$ cat src/rtl/lcd_write_arbiter.sv
// Round-robin arbiter sharing one LCDWriter between NUM_CLIENTS sequencers.
// An owner keeps the writer until a write flagged last completes or its lock times out.
module lcd_write_arbiter #(
  parameter int NUM_CLIENTS  = 2,
  parameter int LOCK_TIMEOUT = 1024,
  parameter int TIMER_W      = 10
) (
  input  logic                     clock,
  input  logic                     reset,
  input  logic [NUM_CLIENTS-1:0]   cl_req,
  input  logic [NUM_CLIENTS-1:0]   cl_rs,
  input  logic [8*NUM_CLIENTS-1:0] cl_value,
  input  logic [NUM_CLIENTS-1:0]   cl_last,
  output logic [NUM_CLIENTS-1:0]   cl_ack,
  output logic                     wreq,
  input  logic                     wack,
  output logic                     register,
  output logic [7:0]               value,
  output logic [1:0]               owner,
  output logic                     busy,
  output logic                     lock_tmo
);

  typedef enum logic [2:0] {
    IDLE     = 3'd0,
    ISSUE    = 3'd1,
    WAIT_ACK = 3'd2,
    ACK      = 3'd3,
    HOLD     = 3'd4
  } state_t;

  state_t             state, state_d;
  logic [1:0]         owner_d;
  logic               register_d;
  logic [7:0]         value_d;
  logic               last_q, last_d;
  logic [TIMER_W-1:0] timer, timer_d;
  logic [3:0]         ack_pad;
  logic               lock_tmo_d;

  // Client buses padded to the 4-client maximum so a 2-bit index is always in range.
  logic [3:0]  req_pad, rs_pad, last_pad;
  logic [31:0] value_pad;

  assign req_pad   = 4'(cl_req);
  assign rs_pad    = 4'(cl_rs);
  assign last_pad  = 4'(cl_last);
  assign value_pad = 32'(cl_value);

  logic [2:0] sum;
  logic [1:0] cand;
  logic       found;
  logic       take;
  logic [1:0] lidx;

  always_comb begin
    state_d    = state;
    owner_d    = owner;
    register_d = register;
    value_d    = value;
    last_d     = last_q;
    timer_d    = timer;
    ack_pad    = 4'b0000;
    lock_tmo_d = 1'b0;
    sum        = 3'd0;
    cand       = 2'd0;
    found      = 1'b0;
    take       = 1'b0;
    lidx       = owner;

    case (state)
      IDLE: begin
        // Search starts just after the previous owner and wraps modulo NUM_CLIENTS.
        for (int k = 1; k <= NUM_CLIENTS; k++) begin
          sum = {1'b0, owner} + 3'(k);
          if (sum >= 3'(NUM_CLIENTS)) sum = sum - 3'(NUM_CLIENTS);
          if (!found && req_pad[sum[1:0]]) begin
            found = 1'b1;
            cand  = sum[1:0];
          end
        end
        if (found) begin
          owner_d = cand;
          lidx    = cand;
          take    = 1'b1;
          state_d = ISSUE;
        end
      end
      ISSUE: state_d = WAIT_ACK;
      WAIT_ACK: begin
        if (wack) begin
          ack_pad[owner] = 1'b1;
          state_d        = ACK;
        end
      end
      ACK: begin
        timer_d = '0;
        state_d = last_q ? IDLE : HOLD;
      end
      HOLD: begin
        if (req_pad[owner]) begin
          lidx    = owner;
          take    = 1'b1;
          state_d = ISSUE;
        end else if (timer == TIMER_W'(LOCK_TIMEOUT - 1)) begin
          lock_tmo_d = 1'b1;
          state_d    = IDLE;
        end else begin
          timer_d = timer + TIMER_W'(1);
        end
      end
      default: state_d = IDLE;
    endcase

    if (take) begin
      register_d = rs_pad[lidx];
      value_d    = value_pad[{lidx, 3'b000} +: 8];
      last_d     = last_pad[lidx];
    end
  end

  // State and registered outputs; every output reflects the state being entered.
  always_ff @(posedge clock or posedge reset) begin
    if (reset) begin
      state    <= IDLE;
      owner    <= 2'(NUM_CLIENTS - 1);
      register <= 1'b0;
      value    <= 8'h00;
      timer    <= '0;
      wreq     <= 1'b0;
      cl_ack   <= '0;
      busy     <= 1'b0;
      lock_tmo <= 1'b0;
    end else begin
      state    <= state_d;
      owner    <= owner_d;
      register <= register_d;
      value    <= value_d;
      timer    <= timer_d;
      wreq     <= (state_d == ISSUE);
      cl_ack   <= ack_pad[NUM_CLIENTS-1:0];
      busy     <= (state_d != IDLE);
      lock_tmo <= lock_tmo_d;
    end
  end

  // The latched last flag is only read after a latch, so it needs no reset.
  always_ff @(posedge clock) begin
    last_q <= last_d;
  end

endmodule

$ cat config.mk
export PLATFORM = sky130hd
export DESIGN_NAME = lcd_write_arbiter
export DESIGN_NICKNAME = d
export VERILOG_FILES = /design/src/rtl/lcd_write_arbiter.sv
export SDC_FILE = /design/constraint.sdc
export NUM_CORES = 1
export LEC_CHECK = 0
export CAP_MARGIN = 20
export CORE_UTILIZATION = 40
export CTS_BUF_LIST = sky130_fd_sc_hd__clkbuf_4
export DETAILED_ROUTE_END_ITERATION = 7
export PLACE_DENSITY_LB_ADDON = 0.08
export REMOVE_ABC_BUFFERS = 1
export SYNTH_ARGS = -nofsm -noshare
export SYNTH_HDL_FRONTEND = slang
export SYNTH_SLANG_ARGS = --single-unit
$ cat constraint.sdc
create_clock -name clock -period 2.74 [get_ports clock]
set_input_delay 0.822 -clock clock [delete_from_list [all_inputs] [get_ports clock]]
set_output_delay 0.822 -clock clock [all_outputs]
set_load 0.03 [all_outputs]
run_1/density.png
Drawn at 4 px/um. 7 x 7 tiles, from white (low) to dark blue (high), 0 to 100% covered.
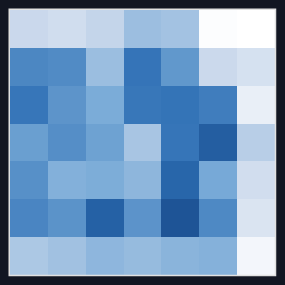
emptiest ninth of the die = top right
mean over tiles = 47%
tiles over 75% full = 8.2%
fullest tile = 85%
Core Density at Floorplan: 43.41%
Core ar.: 3799 sq um

run_1/final_congestion.png
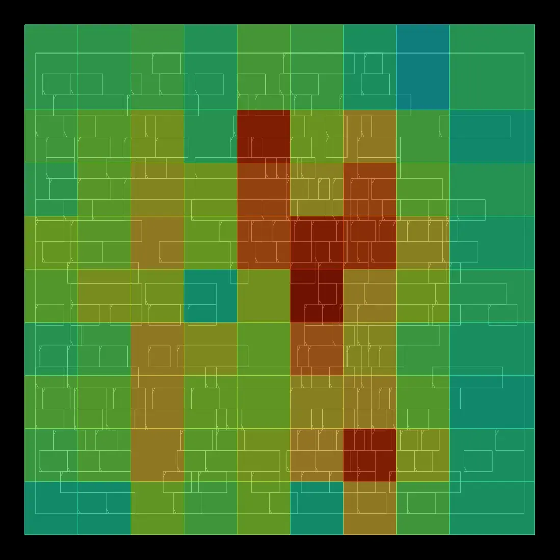
global route hottest layer: met2
met1 GRT Util: 21.05%
GRT Resource Usage Total: 18.30%
grt met3 use: 6.379%
Final Util: 55.93%

run_1/metal_stack.png
Drawn at 8 px/um. Only two layers are drawn.
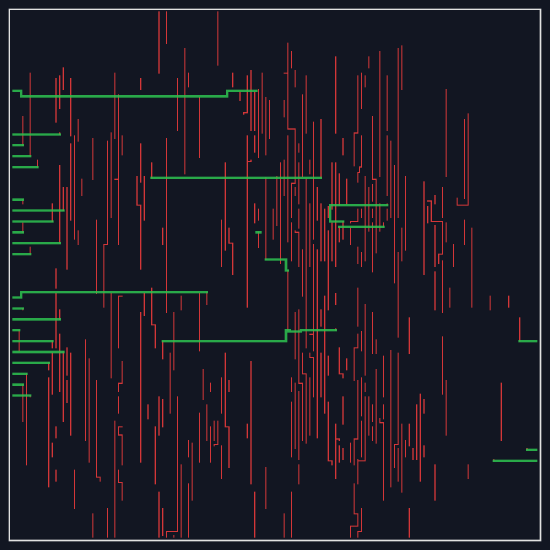
green -> met3  # wire length 191 um
red -> met2  # wire length 1,700 um
wire per inst: 13.90 um
drt total wl: 3.350 mm

==> job_summary.md, run 1 <==
### Flow metrics

| Metric | Value |
|---|---|
| Crit path from | owner[0] |
| # resized after CTS | 0 |
| Buffers excl. clock | between 40 and 50 |
| Final Max Slew Viols | 0 |
| Static Leak | 0.8839 nW |
| Layout area overhead | 28.83% |
| DR pass1 iterations | 5 |
| Sw power | 853.1 uW |
| DRC Markers | 0 |
| Synth mux share | 17.83% |
| Status | finished, final reports clean |
| CTS hold repair buffers | 0 |
| Tot Pwr | 2.032 mW |
| CTS Buf Count | 5 |
| Dpl ws | -0.06084 ns |
| Post-CTS setup repair buffer count | 0 |
| YS warnings | 0 |
| Final Hold Slack | around 0.50 ns |
| Xor/xnor share of the synthesized area | less than 1% |
| Comb gate area | roughly 800 sq um |
| CLK BUF | 5 |
| Row cnt | 22 |
| CTS tree | done |
| Sequential share of cell area | a little over a third |
| Simple share | 17.75% |
| Unique masters post-synth | 40 |
| Dominant comb cell | multiplexers |
| Most frequent cell after synthesis | dfrtp_1 |
| Pwr top | combinational cells |
| Power density over the cells | 956.6 nW/um^2 |
| Yosys top cell area share | 42.49% |
| Clk root buf | clkbuf_4 |
| Vias per cell | 5.344 |
| DR WL met2 | 1.697 mm |
| Ranking of synthesized cells by area | dfrtp_1, mux2_1, mux2_2 |
| Req. time, crit path | 1.92 ns |
| Worst relative slew slack | 58.57% |
| Min-delay src | value[7] |
| Worst setup SP type | flip-flop |
| Max FFs per register | 10 |
| # diodes | 0 |
| Logic inverters | 11 |
| Regs by FF count | timer: 10 flops, value: 8 flops, state: 3 flops |
| Top achievable clock speed | slightly above 400 MHz |
| Number of enable flip-flop cells | 1 |
| RSZ-0062 raised after global routing | no |
run_1/clock_map.png
Drawn at 8 px/um.
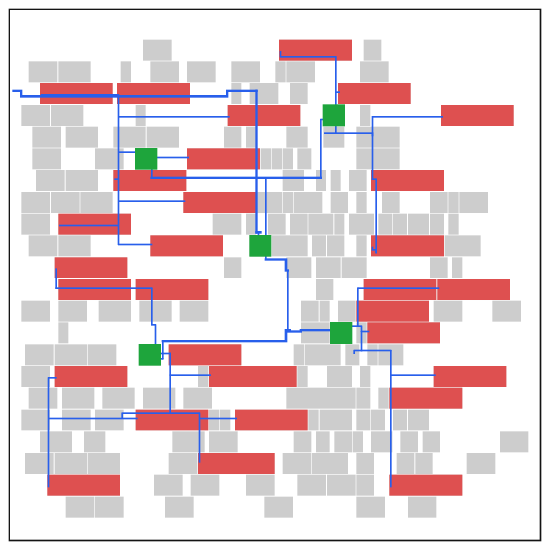

==> run 1 -> run 2 <==
Settings changed: REMOVE_ABC_BUFFERS 1 to not set.
run_2/clock_map.png
Drawn at 8 px/um.
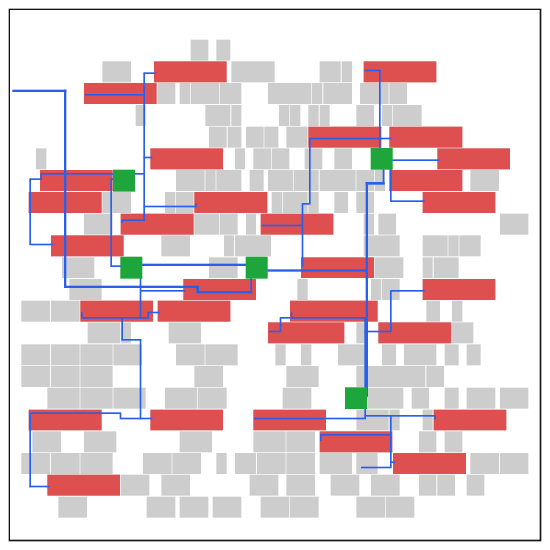
blue -> clock wires  # length 407 um
red -> flip-flops  # count 30
green -> cells driving clock nets  # count 5
routed clock nets = 6
later-pin clock latency in the skew report: 0.33 ns
Clk power: 245 uW

==> run 2 against run 1 <==
  * Synthesized area did not move
  * Critical path depth stayed put
  * Clock skew up 0.0070 ns
  * Clock power about the same
  * Die area unchanged
  * Combinational power about the same
  * Maximum frequency fell by 0.95%
  * Wire length is 4.2% higher
  * First-iteration DRC count up 84%
  * Sequential cell count unchanged
  * Hold slack worse by 0.0022 ns
  * Register-to-register slack hardly changed
  * Largest power group unchanged
==> job_summary.md, run 2 <==
### Flow metrics

| Metric | Value |
|---|---|
| Yosys top cell area share | 42.49% (unchanged) |
| Clk root buf | clkbuf_4 |
| Crit path from | owner[0] |
| Sequential share of cell area | 35.71% (+0.084 points) |
| Post-DP HPWL | between 2 and 3 mm |
| Tot Pwr | 2.038 mW (+0.30%) |
| RSZ-0062 raised after global routing | no |
| Buffers excl. clock | 42 (unchanged) |
| Worst relative slew slack | 60.78% (+2.2 points) |
| CTS hold repair buffers | 0 (unchanged) |
| Simple share | 17.75% (unchanged) |
| DR pass1 iterations | 4 (-1) |
| Dominant comb cell | multiplexers |
| Regs by FF count | timer: 10 flops, value: 8 flops, state: 3 flops |
| Final Hold Slack | 0.5000 ns (-0.002209 ns) |
| CTS tree | done |
| GRT Resource Usage Total | 18.99% (+0.68 points) |
| Ranking of synthesized cells by area | dfrtp_1, mux2_1, mux2_2 |
| Vias per cell | 5.371 (+0.49%) |
| Drt total wl | 3.490 mm (+4.2%) |
| Most frequent cell after synthesis | dfrtp_1 |
| Post-CTS setup repair buffer count | 0 (unchanged) |
| DRC Markers | 0 (unchanged) |
| Row cnt | 22 (unchanged) |
| Number of enable flip-flop cells | 1 (unchanged) |
| Crit-path cells | clkdlybuf4s50_1 |
| Synth Cell Area | about 1600 sq um |
| Ys cells | 151 |
| Reg clk slew, reported paths | ~0.1 ns |
| # diodes | 0 (unchanged) |
| Comb gate area | 797.0 sq um (unchanged) |
| # resized after CTS | 0 (unchanged) |
| YS warnings | 0 (unchanged) |
| Wire per inst | 14.54 um (+4.6%) |
| Max FFs per register | 10 (unchanged) |
| Xor/xnor share of the synthesized area | 0.5311% (unchanged) |
| Sw power | 851.9 uW (-0.14%) |
| Pwr top | combinational cells |
| Sw frac | 41.79% |
| Power density over the cells | 961.7 nW/um^2 (+0.53%) |
| Core Density at Floorplan | 43.41% (unchanged) |
| Biggest Area Class | logic gates |
| Avg Cell Area, Syn | 10.92 sq um |
| Crit. End Element | primary output |
| CLK BUF | 6 (+1) |
| Layout area overhead | 28.53% |
| Met1 GRT Util | 21.68% (+0.63 points) |
| Req. time, crit path | 1.92 ns (about the same) |
| Core ar. | 3799 sq um (unchanged) |
| Worst setup SP type | flip-flop |
| CTS Buf Count | 5 (unchanged) |
| Static Leak | 0.8845 nW (about the same) |
| DR WL met2 | 1.725 mm (+1.6%) |
| Grt met3 use | 7.759% (+1.4 points) |
| Final Max Slew Viols | 0 (unchanged) |
| Synth mux share | 17.83% (unchanged) |
| Status | finished, final reports clean |
| Syn Inst Count | ~150 |
| Logic inverters | 11 (unchanged) |
| Setup slack, reg-to-reg | 0.39 ns |
| Min-delay src | value[1] |
| Dpl ws | -0.01215 ns (+0.04869 ns) |
| Global route hottest layer | met2 |
| Unique masters post-synth | 40 (unchanged) |
| Worst setup path endpoint | owner[0] |
| Post-synthesis compound-gate area fraction | 11.46% |
run_2/density.png
Drawn at 4 px/um. 7 x 7 tiles, from white (low) to dark blue (high), 0 to 100% covered.
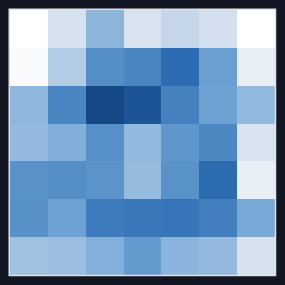
fullest tile = 91%
tiles over 75% full = 8.2%
nearly empty tiles = 4.1%
emptiest ninth of the die = top left
mean over tiles = 47%
Final Util: 55.80%

==> run 2 -> run 3 <==
Settings changed: CORE_UTILIZATION 40 to 35, TNS_END_PERCENT set to 5.
run_3/clock_map.png
Drawn at 8 px/um.
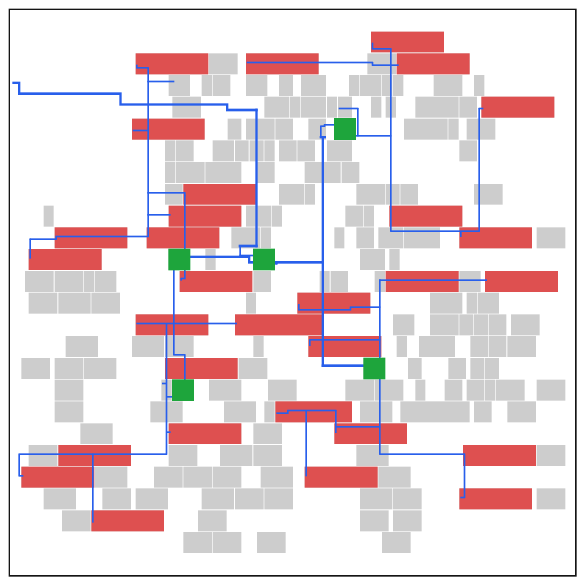
green -> cells driving clock nets  # count 5
blue -> clock wires  # length 440 um
red -> flip-flops  # count 30
routed clock nets = 6
clock power share: 12.5%
Clk power: 256 uW
Worst Skew: 0.01452 ns

==> run 3 against run 2 <==
  * Count of clock-buffer cells in the layout unchanged
  * Cell count up 2.5%
  * Largest power group unchanged
  * Die area up 14%
  * Utilization down 7.7 points
  * Cell area up 0.83%
  * Synthesized cell count unchanged
  * Setup slack better by 0.0092 ns
  * Wire length down 0.66%
  * Clock skew down 0.0017 ns
  * Critical path type unchanged
  * The flow now finishes with violations (design-rule violations)
  * Critical endpoint unchanged
  * Via count down 2.2%
==> job_summary.md, run 3 <==
### Flow metrics

| Metric | Value |
|---|---|
| Status | finished with violations |
| Failing checks | design-rule violations |
| Static Leak | 0.8927 nW (+0.93%) |
| CTS hold repair buffers | 0 (unchanged) |
| Dominant synthesized flop cell | dfrtp_1 |
| #MultiIn Comb | about 100 |
| Top Metal Used | met4 |
| Req. time, crit path | 1.92 ns (about the same) |
| Post-DP Area | roughly 2100 sq um |
| Vias per cell | 5.126 (-4.6%) |
| Syn Inst Count | 151 (unchanged) |
| Synth Cell Area | 1649 sq um (unchanged) |
| Number of nets at floorplan | 177 |
| RSZ-0062 raised after global routing | no |
| Dominant comb cell | multiplexers |
| Layout area overhead | 29.59% |
| Reg clk slew, reported paths | 0.10 ns (about the same) |
| Unique masters post-synth | 40 (unchanged) |
| Biggest Area Class | logic gates |
| Avg Cell Area, Syn | 10.92 sq um (unchanged) |
| Grt met3 use | 5.128% (-2.6 points) |
| # resized after CTS | 0 (unchanged) |
| Ranking of synthesized cells by area | dfrtp_1, mux2_1, mux2_2 |
| Logic inverters | 11 (unchanged) |
| Max FO, Critical Path | 8 |
| Min-delay src | value[0] |
| Worst Path Arrival | between 1.5 and 2 ns |
| CTS Buf Count | 5 (unchanged) |
| Yosys top cell area share | 42.49% (unchanged) |
| Post-synthesis compound-gate area fraction | 11.46% (unchanged) |
| Met2 global-route usage | roughly a quarter |
| Global route hottest layer | met2 |
| Final Util | 48.09% (-7.7 points) |
| Worst vdd ir | 0.0005207 V |
| DR WL met2 | 1.642 mm (-4.8%) |
| Post-synth ARST share | between 90% and 100% |
| Capturing point of the worst reg2reg path | value[1] |
| CTS tree | done |
| Crit-path cells | clkdlybuf4s50_1 |
| Crit. End Element | primary output |
| Crit path from | owner[0] |
| Most frequent cell after synthesis | dfrtp_1 |
| Post-DP HPWL | 2.584 mm (+1.1%) |
| Worst setup path endpoint | owner[0] |
| Drt total wl | 3.467 mm (-0.66%) |
| Post-CTS setup repair buffer count | 0 (unchanged) |
| Row cnt | 24 (+9.1%) |
| Dpl ws | -0.03020 ns (-0.01804 ns) |
| Seq cells | 30 |
| Met1 GRT Util | 19.91% (-1.8 points) |
| Synth mux share | 17.83% (unchanged) |
| Top cells by count | dfrtp_1, nand2_1, inv_1, mux2_1, nand2b_1 |
| Power density over the cells | 958.9 nW/um^2 (-0.29%) |
| Clk root buf | clkbuf_4 |
| # diodes | 0 (unchanged) |
| Core Density at Floorplan | 37.11% (-6.3 points) |
| Sw frac | 41.54% (-0.25 points) |
| Core ar. | 4444 sq um (+17%) |
| M1 wire length | 1.553 mm |
| Fillers | 412 |
| Sequential share of cell area | 35.42% (-0.29 points) |
| Comb group | around 1.1 mW |
| YS warnings | 0 (unchanged) |
| Number of enable flip-flop cells | 1 (unchanged) |
| Comb area share | 37.30% |
| DR pass1 iterations | 6 (+2) |
| OpenROAD warnings | 26 |
| Buffers excl. clock | 43 (+2.4%) |
| Largest net degree at the start of global routing | 30 |
| Ys cells | 151 (unchanged) |
| CTS H-tree depth | 2 |
| Tot Pwr | 2.049 mW (+0.53%) |
| Regs by FF count | timer: 10 flops, value: 8 flops, state: 3 flops |
| Xor/xnor share of the synthesized area | 0.5311% (unchanged) |
| Pwr top | combinational cells |
| Worst setup SP type | flip-flop |
| Total Die Area | 4990 sq um |
| Final Hold Slack | 0.4948 ns (-0.005189 ns) |
| Max FFs per register | 10 (unchanged) |
| RePlAce Congestion | a little over 0.8 |
| Comb gate area | 797.0 sq um (unchanged) |
| DRC Markers | 4 (+4) |
| Internal power | 1.198 mW |
| CLK BUF | 6 (unchanged) |
| Setup slack, reg-to-reg | 0.39 ns (about the same) |
| Later-pin clock latency in the skew report | 0.33 ns (about the same) |
| Final Max Slew Viols | 0 (unchanged) |
| Simple share | 17.75% (unchanged) |
| Sw power | 851.3 uW (about the same) |
| Worst relative slew slack | 59.75% (-1.0 points) |
run_3/metal_stack.png
Drawn at 8 px/um. Only two layers are drawn.
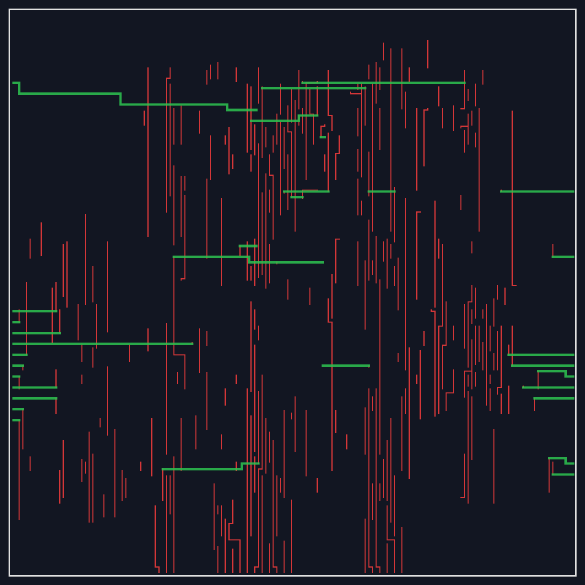
green -> met3  # wire length 225 um
red -> met2  # wire length 1,640 um
GRT Resource Usage Total: 15.72%
vias post-DR: 1,261
wire per inst: 14.09 um


==> gallery <==
Floorplan with the power grid.
image #1
Drawn at 6 px/um. Pins as bars on the die edge.
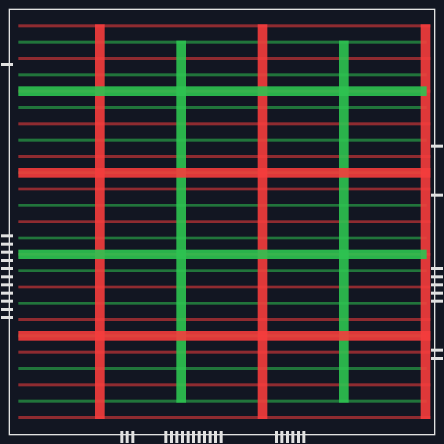
image #2
Drawn at 8 px/um. Pins as bars on the die edge.
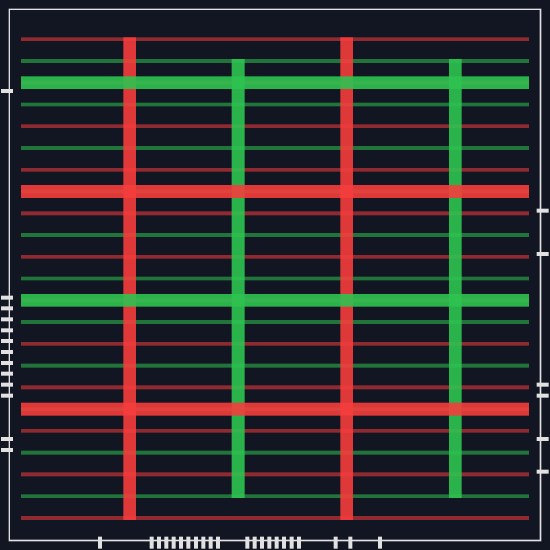
| picture | from |
|---|---|
| image #1 | run 3 |
| image #2 | run 2 |

Key to image #1:
green -> VDD
red -> VSS
signal pins = 41
met1 rails = 25
met5 straps = 4
rows = 24

Power is estimated from default activity; no workload was simulated.
